==> images/metal_density.png <==
The die is cut into 25 by 25 equal tiles; dark blue is low, red is high, scaled to the fullest tile. Values are wire area over tile area, all layers added.
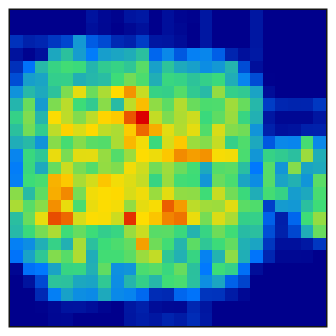
==> images/placement_by_type.png <==
Fill, decap, tap and diode cells in grey.
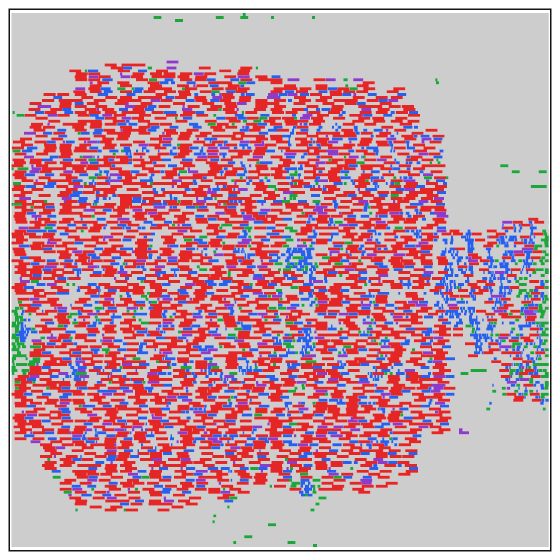
==> images/power_grid.png <==
The bar under the picture is 100 µm long. Pins as bars on the die edge. Tap cells in grey.
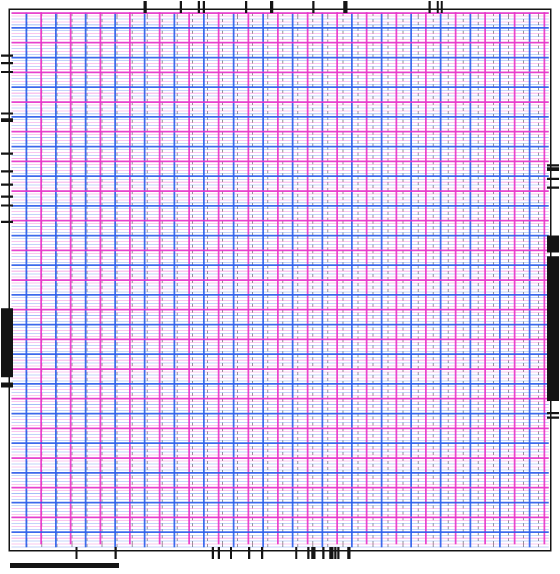
<file path="src/rtl/mips_tb_pkg.sv">
// Shared types and constants for the mips_cpu_harvard test rig.
package mips_tb_pkg;

   typedef enum logic [2:0] {
      IDLE,
      RST,
      RUN,
      DRAIN,
      CHECK,
      DONE
   } rig_state_t;

   localparam logic [31:0] DEFAULT_RESET_VECTOR = 32'hBFC0_0000;
   localparam logic [31:0] MIPS_NOP             = 32'h0000_0000;

endpackage

</file>
<file path="src/rtl/mips_tb_prog_rom.sv">
// Loadable program ROM: synchronous write, zero-latency fetch with range/alignment check.
module mips_tb_prog_rom
   import mips_tb_pkg::*;
#(
   parameter int unsigned ROM_DEPTH    = 64,
   parameter logic [31:0] RESET_VECTOR = DEFAULT_RESET_VECTOR,
   localparam int unsigned AW          = $clog2(ROM_DEPTH)
) (
   input  logic          clk,
   input  logic          we,
   input  logic [AW-1:0] waddr,
   input  logic [31:0]   wdata,
   input  logic [31:0]   raddr,
   output logic [31:0]   rdata,
   output logic          hit
);

   logic [31:0] mem [ROM_DEPTH];
   logic [31:0] offset;

   always_comb begin
      offset = raddr - RESET_VECTOR;
      // Wrap-around of the subtraction puts addresses below the vector out of range.
      hit    = (raddr[1:0] == 2'b00) && ((offset >> 2) < ROM_DEPTH);
      rdata  = hit ? mem[offset[AW+1:2]] : MIPS_NOP;
   end

   always_ff @(posedge clk) begin
      if (we) begin
         mem[waddr] <= wdata;
      end
   end

endmodule

</file>
<file path="src/rtl/mips_harvard_test_rig.sv">
// Run-control, halt/timeout detection and verdict for mips_cpu_harvard benches.
module mips_harvard_test_rig
   import mips_tb_pkg::*;
#(
   parameter int unsigned ROM_DEPTH    = 64,
   parameter logic [31:0] RESET_VECTOR = DEFAULT_RESET_VECTOR,
   parameter logic [31:0] HALT_ADDR    = 32'h0000_0000,
   parameter int unsigned TIMEOUT      = 1024,
   parameter int unsigned DRAIN_CYCLES = 2,
   parameter int unsigned RST_CYCLES   = 2,
   localparam int unsigned AW          = $clog2(ROM_DEPTH)
) (
   input  logic          clk,
   input  logic          reset,
   input  logic          load_en,
   input  logic [AW-1:0] load_addr,
   input  logic [31:0]   load_data,
   input  logic          start,
   input  logic [31:0]   expected_v0,
   input  logic [31:0]   instr_address,
   output logic [31:0]   instr_readdata,
   input  logic [31:0]   register_v0,
   output logic          cpu_reset,
   output logic          cpu_clk_enable,
   output logic          done,
   output logic          pass,
   output logic          fail,
   output logic          timed_out,
   output logic          bad_fetch,
   output logic [31:0]   cycle_count
);

   localparam logic [31:0] TIMEOUT_LAST = 32'(TIMEOUT - 1);
   localparam logic [31:0] RST_LAST     = 32'(RST_CYCLES - 1);
   localparam logic [31:0] DRAIN_LAST   = 32'(DRAIN_CYCLES - 1);

   rig_state_t  state_q;
   logic [31:0] phase_cnt_q;
   logic [31:0] exp_v0_q;
   logic        fetch_hit;
   logic        idle_or_done;
   logic        v0_match;

   assign idle_or_done = (state_q == IDLE) || (state_q == DONE);
   assign v0_match     = (register_v0 == exp_v0_q);

   mips_tb_prog_rom #(
      .ROM_DEPTH    (ROM_DEPTH),
      .RESET_VECTOR (RESET_VECTOR)
   ) u_rom (
      .clk   (clk),
      .we    (load_en && idle_or_done),
      .waddr (load_addr),
      .wdata (load_data),
      .raddr (instr_address),
      .rdata (instr_readdata),
      .hit   (fetch_hit)
   );

   always_ff @(posedge clk or negedge reset) begin
      if (!reset) begin
         state_q        <= IDLE;
         phase_cnt_q    <= '0;
         exp_v0_q       <= '0;
         cpu_reset      <= 1'b1;
         cpu_clk_enable <= 1'b0;
         done           <= 1'b0;
         pass           <= 1'b0;
         fail           <= 1'b0;
         timed_out      <= 1'b0;
         bad_fetch      <= 1'b0;
         cycle_count    <= '0;
      end else begin
         unique case (state_q)
            IDLE, DONE: begin
               if (start) begin
                  state_q        <= RST;
                  phase_cnt_q    <= '0;
                  exp_v0_q       <= expected_v0;
                  cpu_reset      <= 1'b1;
                  cpu_clk_enable <= 1'b1;
                  done           <= 1'b0;
                  pass           <= 1'b0;
                  fail           <= 1'b0;
                  timed_out      <= 1'b0;
                  bad_fetch      <= 1'b0;
                  cycle_count    <= '0;
               end
            end
            RST: begin
               if (phase_cnt_q == RST_LAST) begin
                  state_q     <= RUN;
                  phase_cnt_q <= '0;
                  cpu_reset   <= 1'b0;
               end else begin
                  phase_cnt_q <= phase_cnt_q + 32'd1;
               end
            end
            RUN: begin
               if (cycle_count != 32'hFFFF_FFFF) begin
                  cycle_count <= cycle_count + 32'd1;
               end
               if (!fetch_hit && (instr_address != HALT_ADDR)) begin
                  bad_fetch <= 1'b1;
               end
               // Halt takes priority over a coincident timeout.
               if (instr_address == HALT_ADDR) begin
                  state_q     <= DRAIN;
                  phase_cnt_q <= '0;
               end else if (cycle_count == TIMEOUT_LAST) begin
                  state_q        <= DONE;
                  cpu_clk_enable <= 1'b0;
                  done           <= 1'b1;
                  timed_out      <= 1'b1;
                  fail           <= 1'b1;
               end
            end
            DRAIN: begin
               if (phase_cnt_q == DRAIN_LAST) begin
                  state_q        <= CHECK;
                  cpu_clk_enable <= 1'b0;
               end else begin
                  phase_cnt_q <= phase_cnt_q + 32'd1;
               end
            end
            CHECK: begin
               state_q <= DONE;
               done    <= 1'b1;
               pass    <= v0_match && !bad_fetch;
               fail    <= !(v0_match && !bad_fetch);
            end
            default: state_q <= IDLE;
         endcase
      end
   end

endmodule

</file>
<file path="config.mk">
export PLATFORM = sky130hd
export DESIGN_NAME = mips_harvard_test_rig
export DESIGN_NICKNAME = d
export VERILOG_FILES = /design/src/rtl/mips_tb_pkg.sv /design/src/rtl/mips_tb_prog_rom.sv /design/src/rtl/mips_harvard_test_rig.sv
export SDC_FILE = /design/constraint.sdc
export NUM_CORES = 2
export LEC_CHECK = 0
export CAP_MARGIN = 40
export CORE_UTILIZATION = 35
export DETAILED_ROUTE_END_ITERATION = 10
export PLACE_DENSITY = 0.56
export SYNTH_ARGS = -nofsm -noshare
export SYNTH_HDL_FRONTEND = slang
export SYNTH_HIERARCHICAL = 1
export SYNTH_SLANG_ARGS = --single-unit
export TNS_END_PERCENT = 50
</file>
<file path="constraint.sdc">
create_clock -name clk -period 5.85 [get_ports clk]
set_input_delay 0.8775 -clock clk [delete_from_list [all_inputs] [get_ports clk]]
set_output_delay 0.8775 -clock clk [all_outputs]
set_load 0.02 [all_outputs]
</file>
==> impl_metrics.json <==
{
  "outcome": "finished clean",
  "first_pass_iters": 5,
  "largest_class": "flip-flops and latches",
  "synth_flop_count": 2154,
  "gp_congestion": 0.790,
  "p_clk_mw": 13.6,
  "layout-drive-gt1-share_pct": 24.8,
  "switching_share_pct": 22.8,
  "power.switching_mw": 7.60,
  "dr_wl_met2_um": 117000,
  "use_met2_pct": 32.2,
  "grt_pass1_wl_um": 340000,
  "p_total_mw": 33.4,
  "fin_util_pct": 41.5,
  "drv_cap": 0,
  "antenna_found_initial": 11,
  "clock-skew-final_ns": 0.0815,
  "postPlaceCellArea_mm2": 0.0930,
  "crit_path_cell_trace": "buf_8 > buf_12 > mux4_2 > mux4_2 > o22ai_1 > a311oi_1 > clkdlybuf4s50_1",
  "synth.yosys.warnings": 6,
  "met3_usage_pct": 3.43,
  "syn_nets": 4280,
  "via_per_inst": 5.57,
  "largest-register": "u_rom/mem",
  "powerSeq_mw": 17.4,
  "period_used_pct": 87.9,
  "internal_power_mw": 25.8,
  "top_cell": "edfxtp_1",
  "hold-worst-slack_ns": 0.0724,
  "holdCritPathClass": "primary input to asynchronous set/reset pin",
  "dp.cells": 7569,
  "dieArea_mm2": 0.245,
  "finalNonFillerCells": 7971,
  "nonClkBufAreaFrac_pct": 5.06,
  "final_cell_mix": "2048 x edfxtp_1, 452 x mux4_2, 216 x clkbuf_16"
}
-- metal_density.png (at the start) --
The emptiest ninth of the die: north-east. The densest ninth of the die: centre. The fullest tile reaches 0.45. 35% of the tiles are over half the peak. The mean over all tiles is 0.16. 21% of the tiles are nearly empty.

-- placement_by_type.png (at the start) --
combinational and other logic: marked blue, cells 1762, share of their area 21%. flops: marked red, cells 2154, share of their area 67%. other buffers and delay cells: marked green, cells 468, share of their area 5.3%. clock drivers and dummy loads: marked purple, cells 398, share of their area 7.2%.

-- power_grid.png (at the start) --
VSS: marked blue. VDD: marked magenta.
36 straps on met4. 36 straps on met5. 3185 tap cells. 181 met1 rails follow the rows.

